<file path="src/rtl/jericalla_pipe_gen.sv">
// Three-stage Jericalla datapath (S0 decode/read, S1 execute, S2 memory/writeback)
// with valid/ready intake, ALU and load forwarding, load-use stall and hardwired R0.
module jericalla_pipe_gen #(
  parameter  int DATA_W  = 32,
  parameter  int RA_W    = 5,
  parameter  int RAM_AW  = 6,
  localparam int INSTR_W = 3 + 3 * RA_W
) (
  input  logic               clk,
  input  logic               rst_n,
  input  logic               in_valid,
  output logic               in_ready,
  input  logic [INSTR_W-1:0] instr,
  output logic               zf,
  output logic               out_valid,
  output logic [DATA_W-1:0]  data_out
);

  typedef enum logic [2:0] {
    OP_NOP = 3'b000,
    OP_ADD = 3'b001,
    OP_SUB = 3'b010,
    OP_AND = 3'b011,
    OP_OR  = 3'b100,
    OP_LI  = 3'b101,
    OP_SW  = 3'b110,
    OP_LW  = 3'b111
  } op_e;

  logic [DATA_W-1:0] r_regs [2**RA_W];
  logic [DATA_W-1:0] r_ram  [2**RAM_AW];

  logic              r_b1_valid;
  op_e               r_b1_op;
  logic [RA_W-1:0]   r_b1_wa;
  logic [DATA_W-1:0] r_b1_a;
  logic [DATA_W-1:0] r_b1_b;

  logic              r_b2_valid;
  op_e               r_b2_op;
  logic [RA_W-1:0]   r_b2_wa;
  logic [DATA_W-1:0] r_b2_res;
  logic [RAM_AW-1:0] r_b2_addr;
  logic [DATA_W-1:0] r_b2_data;

  logic              r_zf;
  logic              r_out_valid;
  logic [DATA_W-1:0] r_data_out;

  op_e               w_op;
  logic [RA_W-1:0]   w_wa;
  logic [RA_W-1:0]   w_ra1;
  logic [RA_W-1:0]   w_ra2;
  logic [DATA_W-1:0] w_opa;
  logic [DATA_W-1:0] w_opb;
  logic [DATA_W-1:0] w_s1_res;
  logic [DATA_W-1:0] w_ram_rd;
  logic [DATA_W-1:0] w_b2_wb;
  logic              w_b1_wr;
  logic              w_b2_wr;
  logic              w_b1_lw;
  logic              w_stall;
  logic              w_accept;

  function automatic logic isAlu(input op_e op);
    return (op == OP_ADD) || (op == OP_SUB) || (op == OP_AND) || (op == OP_OR);
  endfunction

  assign w_op  = op_e'(instr[INSTR_W-1 -: 3]);
  assign w_wa  = instr[3*RA_W-1 -: RA_W];
  assign w_ra1 = instr[2*RA_W-1 -: RA_W];
  assign w_ra2 = instr[RA_W-1:0];

  assign w_ram_rd = r_ram[r_b2_addr];
  assign w_b2_wb  = (r_b2_op == OP_LW) ? w_ram_rd : r_b2_res;
  assign w_b1_wr  = r_b1_valid && (r_b1_wa != '0) && (isAlu(r_b1_op) || r_b1_op == OP_LI);
  assign w_b2_wr  = r_b2_valid && (r_b2_wa != '0) &&
                    (isAlu(r_b2_op) || r_b2_op == OP_LI || r_b2_op == OP_LW);

  // A load in B1 has no data until S2, so a dependent reader waits one cycle.
  assign w_b1_lw  = r_b1_valid && (r_b1_op == OP_LW) && (r_b1_wa != '0);
  assign w_stall  = w_b1_lw &&
                    (((w_ra1 == r_b1_wa) && (isAlu(w_op) || w_op == OP_SW || w_op == OP_LW)) ||
                     ((w_ra2 == r_b1_wa) && (isAlu(w_op) || w_op == OP_SW)));
  assign in_ready = !w_stall;
  assign w_accept = in_valid && !w_stall;

  function automatic logic [DATA_W-1:0] readOperand(input logic [RA_W-1:0] ra);
    logic [DATA_W-1:0] val;
    val = r_regs[ra];
    if (ra == '0)
      val = '0;
    else if (w_b1_wr && (r_b1_wa == ra))
      val = w_s1_res;
    else if (w_b2_wr && (r_b2_wa == ra))
      val = w_b2_wb;
    return val;
  endfunction

  always_comb begin
    w_opa = readOperand(w_ra1);
    w_opb = readOperand(w_ra2);
    if (w_op == OP_LI)
      w_opb = DATA_W'({w_ra1, w_ra2});
  end

  always_comb begin
    w_s1_res = '0;
    case (r_b1_op)
      OP_ADD:  w_s1_res = r_b1_a + r_b1_b;
      OP_SUB:  w_s1_res = r_b1_a - r_b1_b;
      OP_AND:  w_s1_res = r_b1_a & r_b1_b;
      OP_OR:   w_s1_res = r_b1_a | r_b1_b;
      OP_LI:   w_s1_res = r_b1_b;
      default: w_s1_res = '0;
    endcase
  end

  always_ff @(posedge clk or negedge rst_n) begin
    if (!rst_n) begin
      r_b1_valid <= 1'b0;
      r_b1_op    <= OP_NOP;
      r_b1_wa    <= '0;
      r_b1_a     <= '0;
      r_b1_b     <= '0;
      r_b2_valid <= 1'b0;
      r_b2_op    <= OP_NOP;
      r_b2_wa    <= '0;
      r_b2_res   <= '0;
      r_b2_addr  <= '0;
      r_b2_data  <= '0;
      r_zf       <= 1'b0;
    end else begin
      r_b1_valid <= w_accept;
      r_b1_op    <= w_op;
      r_b1_wa    <= w_wa;
      r_b1_a     <= w_opa;
      r_b1_b     <= w_opb;
      r_b2_valid <= r_b1_valid;
      r_b2_op    <= r_b1_op;
      r_b2_wa    <= r_b1_wa;
      r_b2_res   <= w_s1_res;
      r_b2_addr  <= r_b1_a[RAM_AW-1:0];
      r_b2_data  <= r_b1_b;
      if (r_b1_valid && isAlu(r_b1_op))
        r_zf <= (w_s1_res == '0);
    end
  end

  always_ff @(posedge clk or negedge rst_n) begin
    if (!rst_n) begin
      for (int i = 0; i < 2**RA_W; i++)
        r_regs[i] <= '0;
      r_out_valid <= 1'b0;
      r_data_out  <= '0;
    end else begin
      if (w_b2_wr)
        r_regs[r_b2_wa] <= w_b2_wb;
      r_out_valid <= r_b2_valid && (r_b2_op == OP_LW);
      if (r_b2_valid && (r_b2_op == OP_LW))
        r_data_out <= w_ram_rd;
    end
  end

  // RAM contents survive reset; a store only lands from a valid B2 entry.
  always_ff @(posedge clk) begin
    if (r_b2_valid && (r_b2_op == OP_SW))
      r_ram[r_b2_addr] <= r_b2_data;
  end

  assign zf        = r_zf;
  assign out_valid = r_out_valid;
  assign data_out  = r_data_out;

endmodule

</file>
<file path="config.mk">
export PLATFORM = sky130hd
export DESIGN_NAME = jericalla_pipe_gen
export DESIGN_NICKNAME = d
export VERILOG_FILES = /design/src/rtl/jericalla_pipe_gen.sv
export SDC_FILE = /design/constraint.sdc
export NUM_CORES = 2
export LEC_CHECK = 0
export CELL_PAD_IN_SITES_DETAIL_PLACEMENT = 1
export CELL_PAD_IN_SITES_GLOBAL_PLACEMENT = 2
export CORE_UTILIZATION = 42
export CTS_CLUSTER_SIZE = 20
export DETAILED_ROUTE_END_ITERATION = 6
export PLACE_DENSITY = 0.85
export REMOVE_ABC_BUFFERS = 1
export SLEW_MARGIN = 0
export SYNTH_ARGS = -nofsm -noshare
export SYNTH_HDL_FRONTEND = slang
export SYNTH_SLANG_ARGS = --single-unit
export TNS_END_PERCENT = 10
</file>
<file path="constraint.sdc">
create_clock -name clk -period 5.2 [get_ports clk]
set_input_delay 1.04 -clock clk [delete_from_list [all_inputs] [get_ports clk]]
set_output_delay 1.04 -clock clk [all_outputs]
set_load 0.02 [all_outputs]
</file>
==> notes.md <==
Physical implementation

The class of the worst hold path is in -> async. In the routed layout, each cell is associated on average with a via count of 6.59. The worst setup path is launched from a register.

The DRC marker count from the first detailed-route iteration is 12300. The setup slack of the most critical reg-to-reg path is 70 ps. In this run the critical register-to-register path is captured at r_regs[718]$_DFFE_PN0P_. Clock skew on the completed layout was measured at 96.3 ps. Yosys reports a chip area of 139000 sq um. Timing would allow up to 195 MHz.

The smallest clock period supported by the final layout is computed as 5130 ps. The sum of overflow across all layers after global routing is 0. The average cell area after synthesis is 14.4 sq um. In the routed design, unresolved DRC markers number 0. The portion of synthesized cell area occupied by the leading cell type is 44.3%.

The initial antenna violation count is 33. The register bit total from synthesis is 3258. Setup repair after global routing left no endpoint under its margin. The final reports fail on slew limit. The root buffer cell chosen for the clock tree is sky130_fd_sc_hd__clkbuf_16.

The yosys synthesis warning count is 0. The number of hold violations in the final report is 0. TritonCTS built the clock tree. The worst-path cell with the longest stage delay is sky130_fd_sc_hd__nor4_1. Summing the sequential cell areas from Yosys gives 66.1% of the chip area.

Counting distinct cell types in the post-synthesis netlist gives 100. The estimated wirelength of the detail-placed design is 299 mm. The first detailed-routing pass ran for 7 iterations. The total setup violations reported at the end of the flow is 0. The run finished, with violations left. The global placement routability congestion is 0.897. The fraction of registers with async set/reset is 37.1%. The deepest level of the CTS H-tree is 5. Per the post-route antenna check, the number of violating nets is 0. The number of hold buffers added after CTS is 0. The worst register-to-register path has a depth of 10. Of all nets on the critical path, the largest fanout is 34. Sorting the synthesized cells by how often they occur yields sky130_fd_sc_hd__edfxtp_1 (2048), sky130_fd_sc_hd__nand2_1 (1262), sky130_fd_sc_hd__dfrtp_1 (1210), sky130_fd_sc_hd__o21ai_0 (1094), sky130_fd_sc_hd__mux4_2 (611). The clock net sink count is 3258. Looking at the max-slew report, the worst-margin pin has a slew of 1520 ps.

Before placement the cells fill 42.3% of the core. The remaining max-slew budget at the tightest pin is -1.02%. The part of the cycle the worst path needs is 98.7%.

On the worst path, the slowest cell contributes a delay of 990 ps. The tally of buffers added on design ports is 55. For the worst-skew pair, the clock arrives at the later sink with an insertion delay of 950 ps. The leakage power in the latest report is 56.6 nW. The most frequently used library cell after synthesis is sky130_fd_sc_hd__edfxtp_1.

The worst setup path startpoint is r_b2_addr[1]$_DFF_PN0_. The net count of the finished layout is 9739. The dominant register cell in the synthesized netlist is sky130_fd_sc_hd__edfxtp_1. The data arrival at the endpoint of the critical path is 5830 ps. The endpoint kind of the worst setup timing path is a register.

In this run the core area contains 210 standard-cell rows. The data required time at the worst endpoint is 5900 ps. The CTS clock-pin slew for the worst setup and hold paths is 60 ps. The synthesized netlist occupies a cell area of 139000 sq um.

In the Yosys report the total cell count is 9641. The chip area is 333000 sq um. Counting flops with a built-in enable in the synthesized netlist gives 2048.

Once the clock tree was built, the setup fixing pass inserted 0 buffers. The cell accounting for the most synthesized area is sky130_fd_sc_hd__edfxtp_1. The end of the critical path is r_regs[718]$_DFFE_PN0P_. The synthesized instance count is 9641. 56 I/O pins were placed. The area growth from synthesis to layout is 13.4%. STA lists the startpoint of the worst register-to-register path as r_b2_addr[1]$_DFF_PN0_. The script computed a power per unit cell area of 423 nW/um^2. For reference, the most critical setup path is categorized as reg -> reg. The fraction of final layout cells with drive strength greater than 1 is 19.9%. The number of global-route vias before repair is 99100. The first-pass GRT wire length is 721 mm. Yosys attributes the largest share of cell area to sky130_fd_sc_hd__edfxtp_1 (44%), sky130_fd_sc_hd__dfrtp_1 (22%), sky130_fd_sc_hd__mux4_2 (9.9%).

The tool warning count is 53. Entering global routing, the biggest net connects 193 pins. The number of pins exceeding their max-slew limit in the final report is 64. The final layout reports a setup TNS of 0 ps.

Walking the critical path from launch to capture passes 10 cell instances. Counting along the longest clock path gives a buffer depth of 4.
-- logic make-up (layout without fill, tap and decap cells) --
family,after synthesis,after routing,synth area share [%]
AND/OR/NAND/NOR,1812,1812,5.42
AND-OR/OR-AND,2596,2596,11.9
adder cells (fa/ha/maj),35,35,0.321
flip-flops,3258,3258,66.1
buffers and inverters,861,1168,2.89
XOR/XNOR,72,72,0.460
multiplexers,1007,1007,12.9
other,0,12,0
-- where the power goes --
part / internal, mW / total, mW / switching, mW
sequential: 29.3 / 31.2 / 1.89
clock: 13.8 / 24.3 / 10.5
combinational: 4.05 / 11.1 / 7.01
-- worst reg2reg max path, stage by stage, from the launching register on --
cell,delay [ps]
sky130_fd_sc_hd__dfrtp_4,910
sky130_fd_sc_hd__inv_2,490
sky130_fd_sc_hd__buf_12,280
sky130_fd_sc_hd__a221oi_1,260
sky130_fd_sc_hd__o22ai_1,220
sky130_fd_sc_hd__o2bb2ai_1,190
sky130_fd_sc_hd__nor4_1,990
sky130_fd_sc_hd__o211ai_1,600
sky130_fd_sc_hd__mux2i_4,440
sky130_fd_sc_hd__buf_4,370
sky130_fd_sc_hd__o21ai_0,180
-- state kept, by name, indices dropped and copies added (netlist names) --
signal,count
r_ram,2048
r_regs,1024
data_out,32
r_b1_a,32
r_b1_b,32
r_b2_data,32
r_b2_res,32
r_b2_addr,6
r_b1_wa,5
r_b2_wa,5
r_b1_op,3
r_b2_op,3
out_valid,1
r_b1_valid,1
r_b2_valid,1
zf,1
-- placed cells by master, fill, tap and decap left out, drive strengths merged, types with 39 or more instances in the layout --
cell type	Yosys	layout
clkinv	4	121
mux2i	235	235
buf	346	491
o221ai	45	45
dfrtp	1210	1210
a211oi	42	42
clkbuf	484	439
nand2	1262	1262
nor2	258	258
xnor2	39	39
a22o	119	119
nor3	67	67
edfxtp	2048	2048
a21oi	229	229
o22ai	85	85
o21ai	1187	1187
mux4	611	611
a31oi	131	131
mux2	161	161
nand3	47	47
clkdlybuf4s50	0	44
a22oi	342	342
a221oi	216	216
-- routing by layer --
metal  vias to the layer above  GRT usage (%)  share of wire (%)
li1                      37500              -                  -
met1                     49500           38.1                 37
met2                      5810           48.6                 48
met3                      1531           5.85                9.5
met4                        28           15.8                5.9
met5                         -              0              0.040
-- metrics by stage --
stage / instance area [sq um] / hold slack (ps) / setup WS, ps / cells / util, %
floorplan: 135000 / 365 / -10530 / 8810 / -
global placement: 147000 / 376 / -96.5 / 13700 / 44.7
detailed placement: 147000 / 384 / 41.7 / 13700 / 44.7
CTS: 157000 / 51.6 / 4.78 / 14300 / 47.9
global route: 157000 / 68.9 / 4.11 / 14300 / 48.0
finish: 157000 / 61.1 / 68.9 / 14300 / 48.0
-- cell type report --
class | instances | area share, %
repair buffers | 536 | 3.34
flip-flops and latches | 3258 | 58.3
clock buffers | 438 | 5.85
clock inverters | 164 | 0.977
well taps | 4346 | 3.45
inverters | 30 | 0.0731
multi-input cells | 5522 | 28.0
diodes | 12 | 0.0191
-- repair_timing --
action | 4_1_cts | 5_1_grt
hold endpoints to repair | 0 | 0
resized | 0 | 8
setup endpoints to repair | 0 | 1
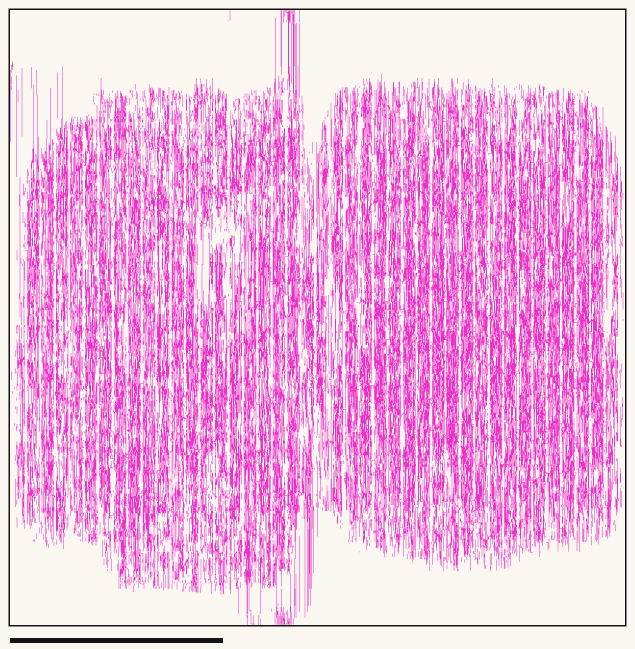
Figure 1: met2 routing.
Scale bar: 200 um.
- main direction: vertical
- nets with wire on the layer: 8757
- share of all routed wire: 48%
- longest straight run: 131 um
count of vias placed by the detailed router: 94300
final wirelength: 505 mm
global-route met2 utilization: 48.6%

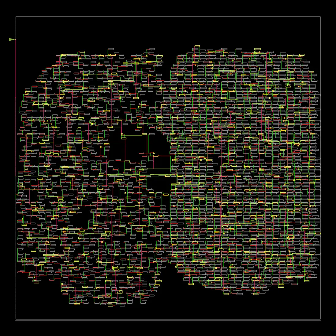
Figure 2: clock wiring as the flow saved it.
TritonCTS Buffers: 335
clock buffer instance count of the final layout: 438
clock network power consumption: 24.3 mW

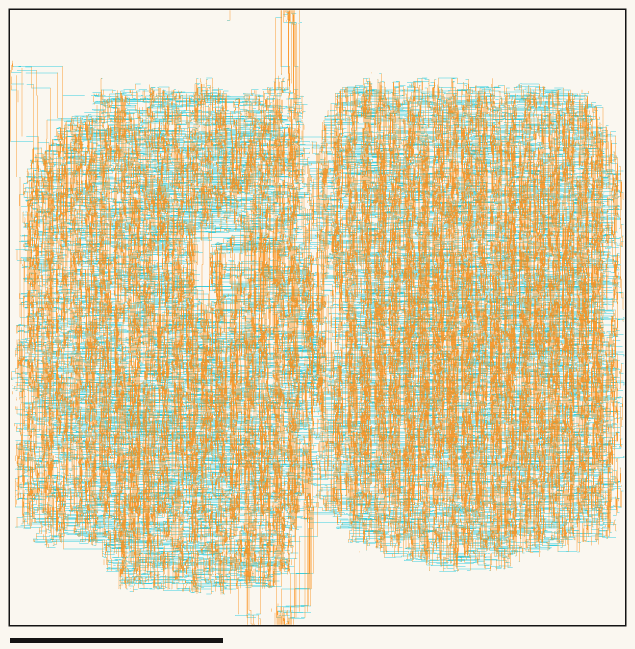
Figure 3: routed metal, one colour a layer.
Scale bar: 200 um. Only two layers are drawn.
- orange: met2 (wire length 240 mm)
- cyan: met1 (wire length 187 mm)
global routing usage summed across all routing layers: 29.9%
detail-routed net length per standard cell: 35.3 um

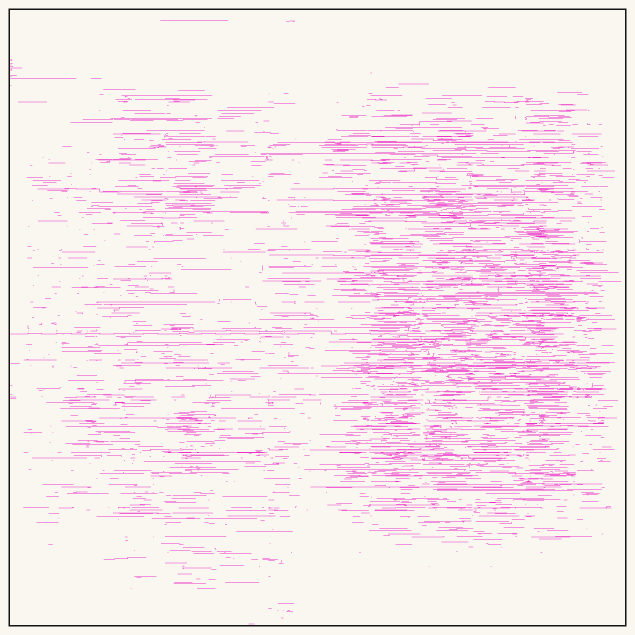
Figure 4: met3 routing.
- share of all routed wire: 9.5%
- nets with wire on the layer: 1200
- main direction: horizontal
- wire length on this layer: 47.7 mm
global routing usage on met3: 5.85%

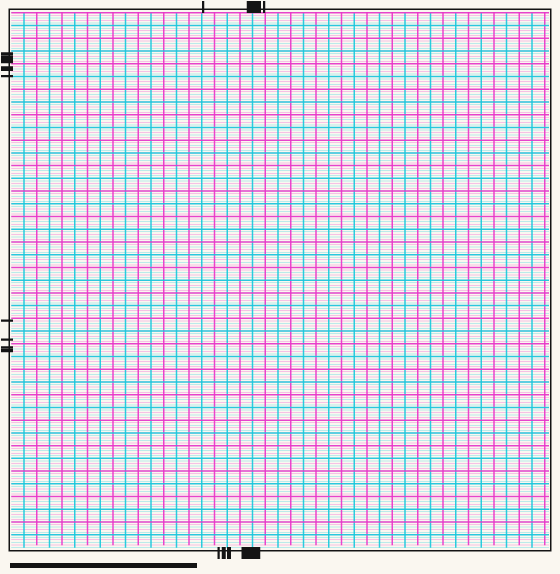
Figure 5: supply network.
Scale bar: 200 um. Pins as bars on the die edge.
- magenta: VDD
- cyan: VSS
- met5 straps: 42
- met4 straps: 42
- rows: 210
Chip Width: 577 um
Chip Height: 577 um
floorplan core area: 328000 sq um
worst supply voltage drop on vdd: 0.000308 V

Power is estimated from default activity; no workload was simulated.
